===== config.mk =====
export PLATFORM = sky130hd
export DESIGN_NAME = fuzzifier_trap_seq
export DESIGN_NICKNAME = d
export VERILOG_FILES = /design/src/rtl/fuzzifier_trap_seq.sv
export SDC_FILE = /design/constraint.sdc
export NUM_CORES = 1
export LEC_CHECK = 0
export CORE_UTILIZATION = 60
export CTS_CLUSTER_DIAMETER = 200
export DETAILED_ROUTE_END_ITERATION = 12
export GPL_TIMING_DRIVEN = 0
export MAX_ROUTING_LAYER = met4
export PLACE_DENSITY_LB_ADDON = 0.12
export SLEW_MARGIN = 20
export SYNTH_ARGS = -nofsm -noshare
export SYNTH_HDL_FRONTEND = slang
export SYNTH_SLANG_ARGS = --single-unit

===== constraint.sdc =====
create_clock -name clk -period 4.31 [get_ports clk]
set_input_delay 0.862 -clock clk [delete_from_list [all_inputs] [get_ports clk]]
set_output_delay 0.862 -clock clk [all_outputs]
set_load 0.01 [all_outputs]

===== src/rtl/fuzzifier_trap_seq.sv =====
// -----------------------------------------------------------------------------
// fuzzifier_trap_seq
//
// Sequential fuzzifier. It evaluates N_MF trapezoidal membership functions
// against one signed crisp sample, one MF at a time. Each MF takes one
// classification cycle and a 16-cycle restoring division. The division always
// runs, so the latency does not depend on the data: out_valid rises
// 17*N_MF+1 cycles after the edge that accepts the sample.
//
// Ports
//   clk        rising-edge clock
//   rst_n      asynchronous active-low reset
//   cfg_we     breakpoint write strobe (honoured in IDLE only)
//   cfg_idx    MF index 0..N_MF-1 (larger indices are ignored)
//   cfg_sel    breakpoint select: 0=a, 1=b, 2=c, 3=d
//   cfg_data   signed breakpoint value, Q(W-1).0
//   cfg_ready  high while a configuration write would be accepted
//   in_valid   crisp sample valid
//   in_ready   block can accept a sample
//   x          signed crisp sample, Q(W-1).0
//   out_valid  membership vector valid
//   out_ready  consumer accepts the vector
//   mu         Q1.15 degrees, MF k in bits [16k+15:16k]
// -----------------------------------------------------------------------------
module fuzzifier_trap_seq #(
    parameter int W    = 8,
    parameter int N_MF = 3
) (
    input  logic                 clk,
    input  logic                 rst_n,
    input  logic                 cfg_we,
    input  logic [2:0]           cfg_idx,
    input  logic [1:0]           cfg_sel,
    input  logic [W-1:0]         cfg_data,
    output logic                 cfg_ready,
    input  logic                 in_valid,
    output logic                 in_ready,
    input  logic [W-1:0]         x,
    output logic                 out_valid,
    input  logic                 out_ready,
    output logic [16*N_MF-1:0]   mu
);

    typedef enum logic [1:0] {
        S_IDLE,
        S_CLASSIFY,
        S_DIVIDE,
        S_DONE
    } state_t;

    typedef enum logic [1:0] {
        R_ZERO,
        R_FLAT,
        R_SLOPE
    } region_t;

    localparam logic [3:0]  N_MF_L  = 4'(N_MF);
    localparam logic [2:0]  K_LAST  = 3'(N_MF - 1);
    localparam logic [15:0] MU_ONE  = 16'h7FFF;

    // Quotient bit 15 set means the ratio reached 1.0, which Q1.15 cannot hold.
    function automatic logic [15:0] sat_q15(input logic [15:0] q);
        sat_q15 = q[15] ? MU_ONE : q;
    endfunction

    // Flat and zero regions still spend the division cycles; only the slope
    // region uses the computed quotient.
    function automatic logic [15:0] mu_value(input region_t region, input logic [15:0] q);
        case (region)
            R_ZERO:  mu_value = 16'h0000;
            R_FLAT:  mu_value = MU_ONE;
            default: mu_value = sat_q15(q);
        endcase
    endfunction

    state_t state_q, state_d;

    logic signed [W-1:0] x_q;
    logic signed [W-1:0] bp_a_q [N_MF];
    logic signed [W-1:0] bp_b_q [N_MF];
    logic signed [W-1:0] bp_c_q [N_MF];
    logic signed [W-1:0] bp_d_q [N_MF];
    logic [2:0]          k_q;
    logic [3:0]          cnt_q;
    region_t             region_q;
    logic [W+1:0]        rem_q;
    logic [W:0]          den_q;
    logic [15:0]         quo_q;
    logic [16*N_MF-1:0]  mu_q;
    logic                out_valid_q;

    // ---------------------------------------------------------------------
    // Breakpoint selection for the MF currently being evaluated
    // ---------------------------------------------------------------------
    logic signed [W-1:0] a_sel, b_sel, c_sel, d_sel;

    always_comb begin
        a_sel = bp_a_q[0];
        b_sel = bp_b_q[0];
        c_sel = bp_c_q[0];
        d_sel = bp_d_q[0];
        for (int g = 0; g < N_MF; g++) begin
            if (k_q == 3'(g)) begin
                a_sel = bp_a_q[g];
                b_sel = bp_b_q[g];
                c_sel = bp_c_q[g];
                d_sel = bp_d_q[g];
            end
        end
    end

    // ---------------------------------------------------------------------
    // Classification, one extra bit so x-a etc. cannot overflow
    // ---------------------------------------------------------------------
    logic signed [W:0] xe, ae, be, ce, de;
    logic signed [W:0] num_c, den_c;
    region_t           region_c;

    assign xe = {x_q[W-1], x_q};
    assign ae = {a_sel[W-1], a_sel};
    assign be = {b_sel[W-1], b_sel};
    assign ce = {c_sel[W-1], c_sel};
    assign de = {d_sel[W-1], d_sel};

    always_comb begin
        region_c = R_ZERO;
        num_c    = '0;
        den_c    = (W+1)'(1);
        if ((xe <= ae) || (xe >= de)) begin
            region_c = R_ZERO;
        end else if ((xe >= be) && (xe <= ce)) begin
            region_c = R_FLAT;
        end else if (xe < be) begin
            // a < x < b holds here because x <= a was excluded above
            region_c = R_SLOPE;
            num_c    = xe - ae;
            den_c    = be - ae;
        end else begin
            region_c = R_SLOPE;
            num_c    = de - xe;
            den_c    = de - ce;
        end
        if (den_c == '0) begin
            den_c = (W+1)'(1);
        end
    end

    // ---------------------------------------------------------------------
    // One restoring-division step. The remainder starts at num rather than
    // at zero: in the slope region num < den, so the 16 quotient bits are
    // exactly floor((num << 15) / den) without shifting in the 15 zero bits.
    // ---------------------------------------------------------------------
    logic [W+1:0] den_ext;
    logic         div_ge;
    logic [W+1:0] rem_sub;
    logic [W+1:0] rem_d;
    logic [15:0]  quo_d;

    assign den_ext = {1'b0, den_q};
    assign div_ge  = (rem_q >= den_ext);
    assign rem_sub = div_ge ? (rem_q - den_ext) : rem_q;
    assign rem_d   = rem_sub << 1;
    assign quo_d   = (quo_q << 1) | {15'b0, div_ge};

    // ---------------------------------------------------------------------
    // FSM: state register
    // ---------------------------------------------------------------------
    always_ff @(posedge clk or negedge rst_n) begin
        if (!rst_n) begin
            state_q <= S_IDLE;
        end else begin
            state_q <= state_d;
        end
    end

    // ---------------------------------------------------------------------
    // FSM: next state
    // ---------------------------------------------------------------------
    always_comb begin
        state_d = state_q;
        case (state_q)
            S_IDLE: begin
                if (in_valid) begin
                    state_d = S_CLASSIFY;
                end
            end
            S_CLASSIFY: begin
                state_d = S_DIVIDE;
            end
            S_DIVIDE: begin
                if (cnt_q == 4'd15) begin
                    state_d = (k_q == K_LAST) ? S_DONE : S_CLASSIFY;
                end
            end
            S_DONE: begin
                // The first DONE cycle raises out_valid; the handshake is
                // only taken once the vector is actually presented.
                if (out_valid_q && out_ready) begin
                    state_d = S_IDLE;
                end
            end
            default: state_d = S_IDLE;
        endcase
    end

    // ---------------------------------------------------------------------
    // FSM: outputs
    // ---------------------------------------------------------------------
    always_comb begin
        in_ready  = (state_q == S_IDLE);
        cfg_ready = (state_q == S_IDLE);
        out_valid = out_valid_q;
    end

    assign mu = mu_q;

    // ---------------------------------------------------------------------
    // Datapath registers
    // ---------------------------------------------------------------------
    logic cfg_wr;
    assign cfg_wr = cfg_we && (state_q == S_IDLE) && ({1'b0, cfg_idx} < N_MF_L);

    always_ff @(posedge clk or negedge rst_n) begin
        if (!rst_n) begin
            x_q         <= '0;
            k_q         <= '0;
            cnt_q       <= '0;
            region_q    <= R_ZERO;
            rem_q       <= '0;
            den_q       <= '0;
            quo_q       <= '0;
            mu_q        <= '0;
            out_valid_q <= 1'b0;
            for (int g = 0; g < N_MF; g++) begin
                bp_a_q[g] <= '0;
                bp_b_q[g] <= '0;
                bp_c_q[g] <= '0;
                bp_d_q[g] <= '0;
            end
        end else begin
            for (int g = 0; g < N_MF; g++) begin
                if (cfg_wr && ({1'b0, cfg_idx} == 4'(g))) begin
                    case (cfg_sel)
                        2'd0:    bp_a_q[g] <= cfg_data;
                        2'd1:    bp_b_q[g] <= cfg_data;
                        2'd2:    bp_c_q[g] <= cfg_data;
                        default: bp_d_q[g] <= cfg_data;
                    endcase
                end
            end

            case (state_q)
                S_IDLE: begin
                    if (in_valid) begin
                        x_q <= x;
                        k_q <= '0;
                    end
                end
                S_CLASSIFY: begin
                    region_q <= region_c;
                    rem_q    <= {1'b0, num_c};
                    den_q    <= den_c;
                    quo_q    <= '0;
                    cnt_q    <= '0;
                end
                S_DIVIDE: begin
                    rem_q <= rem_d;
                    quo_q <= quo_d;
                    cnt_q <= cnt_q + 4'd1;
                    if (cnt_q == 4'd15) begin
                        for (int g = 0; g < N_MF; g++) begin
                            if (k_q == 3'(g)) begin
                                mu_q[16*g +: 16] <= mu_value(region_q, quo_d);
                            end
                        end
                        if (k_q != K_LAST) begin
                            k_q <= k_q + 3'd1;
                        end
                    end
                end
                S_DONE: begin
                    if (!out_valid_q) begin
                        out_valid_q <= 1'b1;
                    end else if (out_ready) begin
                        out_valid_q <= 1'b0;
                    end
                end
                default: begin
                end
            endcase
        end
    end

endmodule


==> run summary, run 1 <==
fresh numbers from the pnr run: Critical Path RT=around 4700 ps, pwr dens=282 nW/um^2, met2 GRT Util=53.5%, nets@finish=1274, Critical-path top delay cell=a2111oi_0, Clock Sinks=195, IO Pins=77, Crit path depth=18, invs w/o clock=69, 1st-pass router iterations=5, status=completed, CP delay by family, top=AND-OR/OR-AND gates, global-route wire length before repair=43.8 mm, initial antenna violation count=0, Final Hold Viols=0, placer congestion estimate=between 0.9 and 1, xor/xnor share=under 10%, Max Cap Viol=0, Tap Count=229, hold_buf cts=0, Repair and plain buffers=135, MI comb cells=770, CP startpoint kind=flop, Syn Inst Count=between 1000 and 1500, total power=3.65 mW, met1 GRT Util=39.6%, sequential share of cell area=around 38%, Reg2Reg Depth=18, crit path buf inv count=4, Flops=195, Setup WS post-layout=approximately 210 ps, drt drc=0, post-route ant nets=0, min Tclk post-route=just over 4000 ps, Reg clk slew, reported paths=around 70 ps, Largest cell class=multi-input combinational cells, fin area=12900 um^2, Synth area leader=dfrtp_1, Comb area=5730 um^2, pre-CTS setup slack=-668 ps, yosys cell count=1090, Top cell by count, worst path=nor2b_1, largest net degree at the start of global routing=96, Root Driver=clkbuf_16, Clock Latency Late Sink=440 ps, Synth Warn #=0
[run 1: path summary, 6_finish.rpt]
path                            slack, ps                from                     end
worst max-delay path                  210  k_q[0]$_DFFE_PN0P_    rem_q[8]$_DFFE_PN0P_
worst min-delay path                  290               rst_n    rem_q[9]$_DFFE_PN0P_
worst max register to register        210  k_q[0]$_DFFE_PN0P_    rem_q[8]$_DFFE_PN0P_
worst min register to register        480  mu[39]$_DFFE_PN0P_      mu[39]$_DFFE_PN0P_
max in group asynchronous            3220               rst_n  bp_c_q[17]$_DFFE_PN0P_
min in group clk                      480  mu[39]$_DFFE_PN0P_      mu[39]$_DFFE_PN0P_
[run 1: state kept, by name, summed over array words and instances, names as in the netlist, 8 cells and up]
signal  flops
mu         45
bp_a_q     24
bp_b_q     24
bp_c_q     24
bp_d_q     24
quo_q      15
rem_q      10
den_q       9
x_q         8
[run 1: repair_timing]
action                                  in CTS  in global routing
pin swaps                                    0                  1
cloned                                       0                  0
resized                                     17                 31
endpoints found under the setup margin      20                 19
buffers inserted                             0                  3
[run 1: Yosys cell counts (4+ instances only)]
master and instances:
a21o_1 23, xor2_1 15, clkbuf_1 38, mux2i_1 30, nor3_1 9, nor2_1 55, or2_2 6, a31oi_1 9
ha_1 57, o21a_1 5, o211ai_1 7, nand4_1 8, buf_4 9, dfrtp_1 195, nor3b_1 7, nor2b_1 19
nand2b_1 14, buf_1 6, nand3_1 24, o31ai_1 6, o22ai_1 6, nand2_1 108, o2111ai_1 4, maj3_1 4
mux2_2 109, xnor2_1 15, nand3b_1 4, buf_2 4, inv_1 67, a21oi_1 42, o21ai_0 105
[run 1: power breakdown]
part / internal (mW) / switching [mW]
clock network: 0.953 / 0.780
logic: 0.0299 / 0.0568
registers: 1.83 / 0
Run 1, placement density heat map:
Scale bar: 50 um. 14 x 14 tiles, from dark purple (low) to yellow (high), 0 to 100% covered.
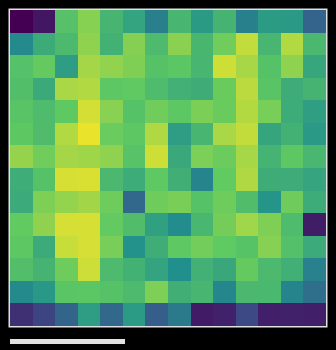
nearly empty tiles: 0.50%
mean over tiles: 67%
tiles over 75% full: 37%
fullest tile: 97%
densest ninth of the die: left middle
Core ar.: 18000 um^2
fp_density: 61.3%
final core occ: 71.7%

Run 1, metal layers overlaid:
Only two layers are drawn.
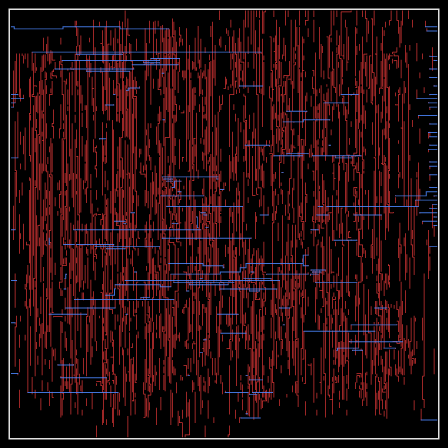
legend:
  red:
    layer: met2
    wire_length: 14000 um
  blue:
    layer: met3
    wire_length: 1190 um
Overall Global Routing Usage: 31.9%
total wire length: 27.7 mm
Avg WL per Cell: 19.4 um

Run 1, wiring heat map:
28 x 28 tiles, from dark purple (low) to yellow (high), scaled to the fullest tile. Values are wire area over tile area, all layers added.
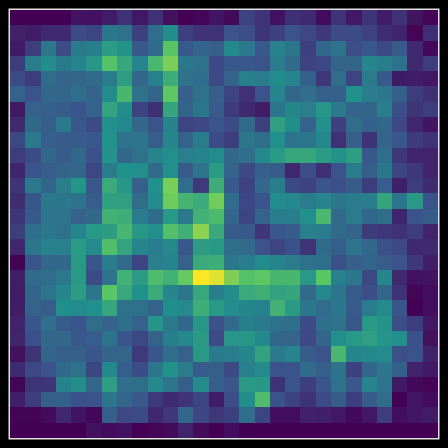
mean over tiles: 0.23
fullest tile: 0.72
tiles over half the peak: 14%
nearly empty tiles: 4.8%
densest ninth of the die: middle
Vias: 8615

Run 1, clock wiring as the flow saved it:
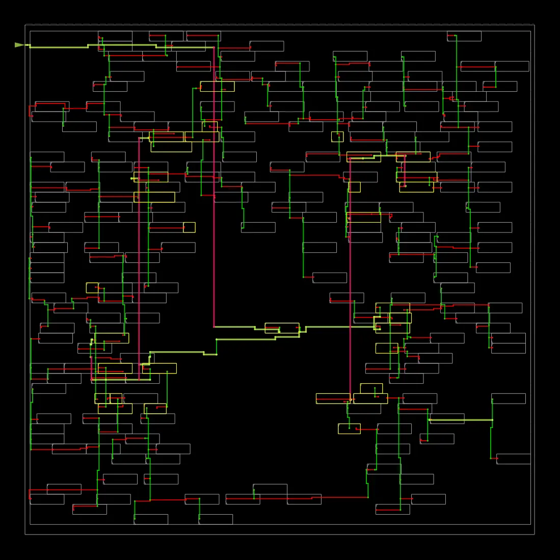
CTS buffer count: 17
clock buf count: 17

--- run 2 (diff from run 1) ---
--- a/config.mk
+++ b/config.mk
@@ -10,7 +10,7 @@
 export DETAILED_ROUTE_END_ITERATION = 12
 export GPL_TIMING_DRIVEN = 0
 export MAX_ROUTING_LAYER = met4
-export PLACE_DENSITY_LB_ADDON = 0.12
+export PLACE_DENSITY = 0.78
 export SLEW_MARGIN = 20
 export SYNTH_ARGS = -nofsm -noshare
 export SYNTH_HDL_FRONTEND = slang
==> constraint.sdc (replaced) <==
create_clock -name clk -period 4.9 [get_ports clk]
set_input_delay 0.98 -clock clk [delete_from_list [all_inputs] [get_ports clk]]
set_output_delay 0.98 -clock clk [all_outputs]
set_load 0.01 [all_outputs]
Run 2, register map, names as in the netlist:
Scale bar: 50 um. Other sequential cells in the stronger grey, the rest of the logic in the fainter grey.
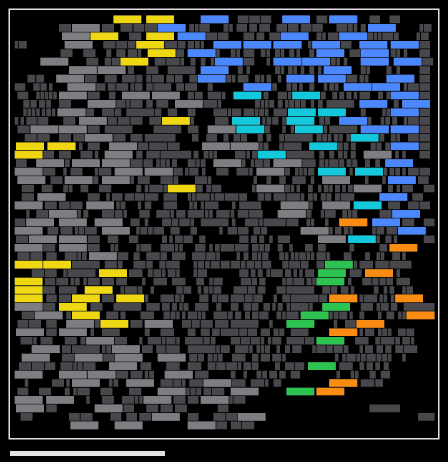
legend:
  cyan:
    name_in_the_netlist: quo_q
    flops: 15
  orange:
    name_in_the_netlist: rem_q
    flops: 10
  yellow:
    name_in_the_netlist: bp_a_q
    flops: 24
  green:
    name_in_the_netlist: den_q
    flops: 9
  blue:
    name_in_the_netlist: mu
    flops: 45
not coloured: 92

Run 2, metal layers overlaid:
Only two layers are drawn.
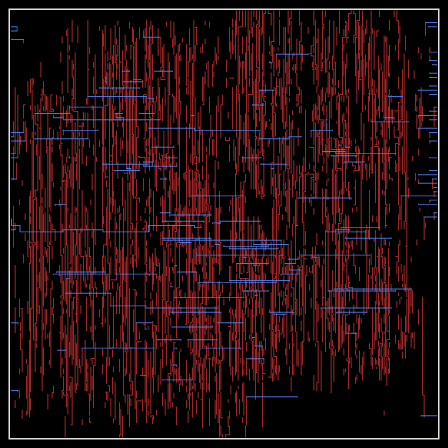
legend:
  blue:
    layer: met3
    wire_length: 1270 um
  red:
    layer: met2
    wire_length: 13200 um

==> run 2 against run 1 <==
Flip-flop count is the same. Power shrank 14%. Synthesized cell count is the same. Fmax shrank 12%. Largest cell class unchanged. Core utilization shrank 1.0 points. Critical endpoint is now den_q[0]$_DFFE_PN0N_. Largest power group unchanged. Critical path type unchanged. Hold slack gained 110 ps. Sequential power shrank 12%. Clock power shrank 17%. Routed wire length shrank 1.3%. Critical path depth grew 1.
==> run summary, run 2 <==
fresh numbers from the pnr run: Reg clk slew, reported paths=80 ps (was 70 ps), Avg WL per Cell=19.1 um (was 19.4 um), post_cts resized=1 (was 17), fp_density=61.3% (unchanged), CTS buffer count=17 (unchanged), initial antenna violation count=0 (unchanged), global-route wire length before repair=43.0 mm (was 43.8 mm), drt drc=0 (unchanged), Setup WS post-layout=270 ps (was 214 ps), post-route ant nets=0 (unchanged), pwr dens=245 nW/um^2 (was 282 nW/um^2), fin area=12700 um^2 (was 12900 um^2), top cells by count=dfrtp_1 (195), mux2_2 (109), nand2_1 (108), o21ai_0 (105), inv_1 (67) (unchanged), pre-CTS setup slack=-63.6 ps (was -668 ps), total power=3.12 mW (was 3.65 mW), Reg2Reg Depth=19 (was 18), IO Pins=77 (unchanged), Post-CTS Setup Bufs=0 (unchanged), status=completed (unchanged), Max power group=sequential cells (unchanged), Internal Power=2.34 mW (was 2.81 mW), Vias=8554 (was 8615), Root Driver=clkbuf_16 (unchanged), CP startpoint kind=flop (unchanged)
-- run 2: cell counts after synthesis --
Identical to the previous run, type by type.
-- run 2: cell type report --
class,instances,area (um^2),share of cell area [%]
multi-input cells,770,5650,44.3
flip-flops and latches,195,4880,38.3
repair buffers,74,778,6.11
clock buffers,17,425,3.34
well taps,229,287,2.25
plain buffers,58,268,2.10
inverters,69,259,2.03
clock inverters,15,194,1.52
-- run 2: final timing paths --
path	startpoint	end	slack, ps
max	k_q[1]$_DFFE_PN0P_	den_q[0]$_DFFE_PN0N_	270
min	rst_n	mu[0]$_DFFE_PN0P_	400
max reg2reg	k_q[1]$_DFFE_PN0P_	den_q[0]$_DFFE_PN0N_	270
min reg2reg	mu[37]$_DFFE_PN0P_	mu[37]$_DFFE_PN0P_	480
max in group asynchronous	rst_n	bp_a_q[3]$_DFFE_PN0P_	3740
min in group clk	mu[37]$_DFFE_PN0P_	mu[37]$_DFFE_PN0P_	480
-- run 2: worst max-delay path, stage by stage, from the launching register on --
cell,delay (ps)
dfrtp_1,400
inv_1,80
ha_1,230
nand2b_1,130
buf_4,220
buf_2,350
mux2i_1,240
nor2_1,50
a21oi_1,280
ha_1,310
a21o_1,160
a21o_1,170
a31oi_1,300
nand4_1,160
o21ai_2,350
clkbuf_2,330
o211ai_1,140
o21ai_1,200
o2111ai_1,200
o41ai_2,210
-- run 2: kinds of logic (layout without fill, tap and decap cells) --
kind of cell | Yosys count | after routing | share of synthesized area [%]
AOI/OAI and AO/OA | 258 | 258 | 15.3
xor gates and xnor gates | 30 | 30 | 2.38
adders and majority gates | 66 | 66 | 7.57
buffers and inverters | 127 | 233 | 4.74
DFF | 195 | 195 | 44.2
muxes | 139 | 139 | 13.8
other | 1 | 3 | 0.0340
and+or+nand+nor | 274 | 274 | 11.9
--- run 3 (diff from run 2) ---
--- a/config.mk
+++ b/config.mk
@@ -8,9 +8,10 @@
 export CORE_UTILIZATION = 60
 export CTS_CLUSTER_DIAMETER = 200
 export DETAILED_ROUTE_END_ITERATION = 12
+export DONT_BUFFER_PORTS = 1
 export GPL_TIMING_DRIVEN = 0
 export MAX_ROUTING_LAYER = met4
-export PLACE_DENSITY = 0.78
+export PLACE_DENSITY = 0.73
 export SLEW_MARGIN = 20
 export SYNTH_ARGS = -nofsm -noshare
 export SYNTH_HDL_FRONTEND = slang
Run 3, register map, names as in the netlist:
Scale bar: 50 um. Other sequential cells in the stronger grey, the rest of the logic in the fainter grey.
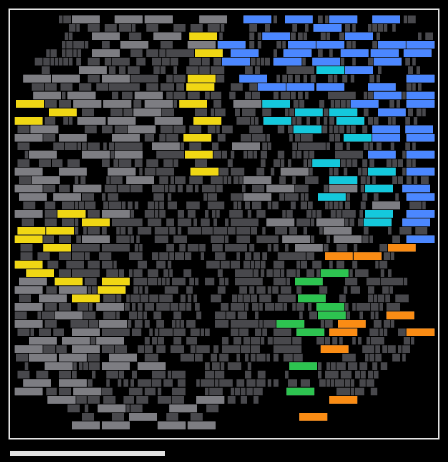
legend:
  blue:
    name_in_the_netlist: mu
    flops: 45
    where: top right
  orange:
    name_in_the_netlist: rem_q
    flops: 10
  green:
    name_in_the_netlist: den_q
    flops: 9
  cyan:
    name_in_the_netlist: quo_q
    flops: 15
  yellow:
    name_in_the_netlist: bp_a_q
    flops: 24
not coloured: 92

Run 3, wiring heat map:
28 x 28 tiles, from dark purple (low) to yellow (high), scaled to the fullest tile. Values are wire area over tile area, all layers added.
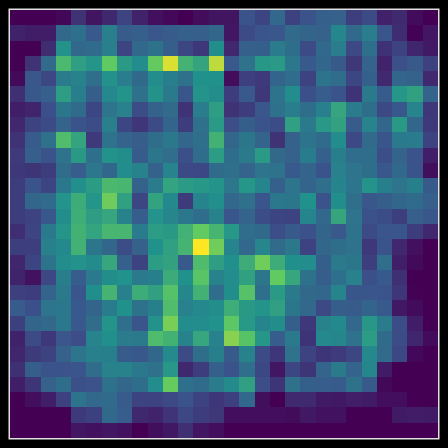
fullest tile: 0.72
densest ninth of the die: middle
tiles over half the peak: 15%
nearly empty tiles: 7.0%

==> run 3 against run 2 <==
Count of clock-buffer cells in the layout did not move. Largest cell class unchanged. Die area unchanged. Synthesized area did not move.
==> run summary, run 3 <==
fresh numbers from the pnr run: Post-CTS Setup Bufs=0 (unchanged), reg2reg end=den_q[6]$_DFFE_PN0N_ (was den_q[0]$_DFFE_PN0N_), pre-CTS setup slack=-102 ps (was -63.6 ps), Synth Warn #=0 (unchanged), Max stage delay on crit path=790 ps (was 400 ps), status=completed (unchanged), Synth area leader=dfrtp_1 (unchanged), MI comb cells=770 (unchanged), Core ar.=18000 um^2 (unchanged), Vias=8177 (was 8554), drt drc=0 (unchanged), CP delay by family, top=AND-OR/OR-AND gates (unchanged), Critical-path top delay cell=a2111oi_0 (was dfrtp_1), yosys cell count=1090 (unchanged), Root Driver=clkbuf_16 (unchanged), pwr dens=258 nW/um^2 (was 245 nW/um^2), Tap Count=229 (unchanged), IO Pins=77 (unchanged), Repair and plain buffers=59 (was 132), fin area=12000 um^2 (was 12700 um^2), Setup WS post-layout=357 ps (was 270 ps), NonClk Buf Share=2.30% (was 8.21%), Max Cap Viol=0 (unchanged), Syn Inst Count=1090 (unchanged), Crit path depth=17 (was 19), Final Hold Viols=0 (unchanged), Avg WL per Cell=19.9 um (was 19.1 um), final core occ=66.4% (was 70.7%), Clock buf/inv share=5.15% (was 4.86%), global-route wire length before repair=42.1 mm (was 43.0 mm), clock buf count=17 (unchanged), Flops=195 (unchanged), CTS buffer count=17 (unchanged), 1st-pass router iterations=5 (was 7)
run 3: cell counts after synthesis:
Identical to the previous run, type by type.
run 3: cell families (layout without fill, tap and decap cells):
kind of cell / after synthesis / in the layout / synth area share (%)
compound gates: 258 / 258 / 15.3
xor+xnor: 30 / 30 / 2.38
fa+ha+maj: 66 / 66 / 7.57
buf+inv: 127 / 160 / 4.74
flops: 195 / 195 / 44.2
mux: 139 / 139 / 13.8
other cells: 1 / 3 / 0.0340
simple gates: 274 / 274 / 11.9
run 3: metrics by stage:
stage / power, mW / TNS [ps]
floorplan: 1.65 / 0
global placement: 1.66 / -53.8
detailed placement: 1.66 / -105
CTS: 3.10 / 0
global route: 3.16 / 0
finish: 3.09 / 0
run 3: power by group:
part / switching, mW / internal [mW] / leakage (nW) / total [mW]
combinational: 0.0136 / 0.00531 / 2.76 / 0.0189
clock: 0.755 / 0.708 / 0.293 / 1.46
sequential: 0 / 1.61 / 2.69 / 1.61
total: 0.769 / 2.32 / 5.74 / 3.09
run 3: how the worst min path moves through the flow:
stage                                       start                      end  slack (ps)
final                                       rst_n     rem_q[5]$_DFFE_PN0P_         230
after global routing                        rst_n     rem_q[5]$_DFFE_PN0P_         210
after CTS                                   rst_n       x_q[4]$_DFFE_PN0P_         210
after detailed placement     den_q[3]$_DFFE_PN0N_     den_q[3]$_DFFE_PN0N_         480
after global placement       den_q[3]$_DFFE_PN0N_     den_q[3]$_DFFE_PN0N_         470
after floorplan           region_q[0]$_DFFE_PN0N_  region_q[0]$_DFFE_PN0N_         440
run 3: what timing repair did:
| item | in CTS | in global routing |
|---|---|---|
| endpoints found under the setup margin | 3 | 14 |
| pin swaps | 0 | 0 |
| resized | 1 | 4 |
| endpoints found under the hold margin | 0 | 0 |
Power and IR drop assume default switching activity.
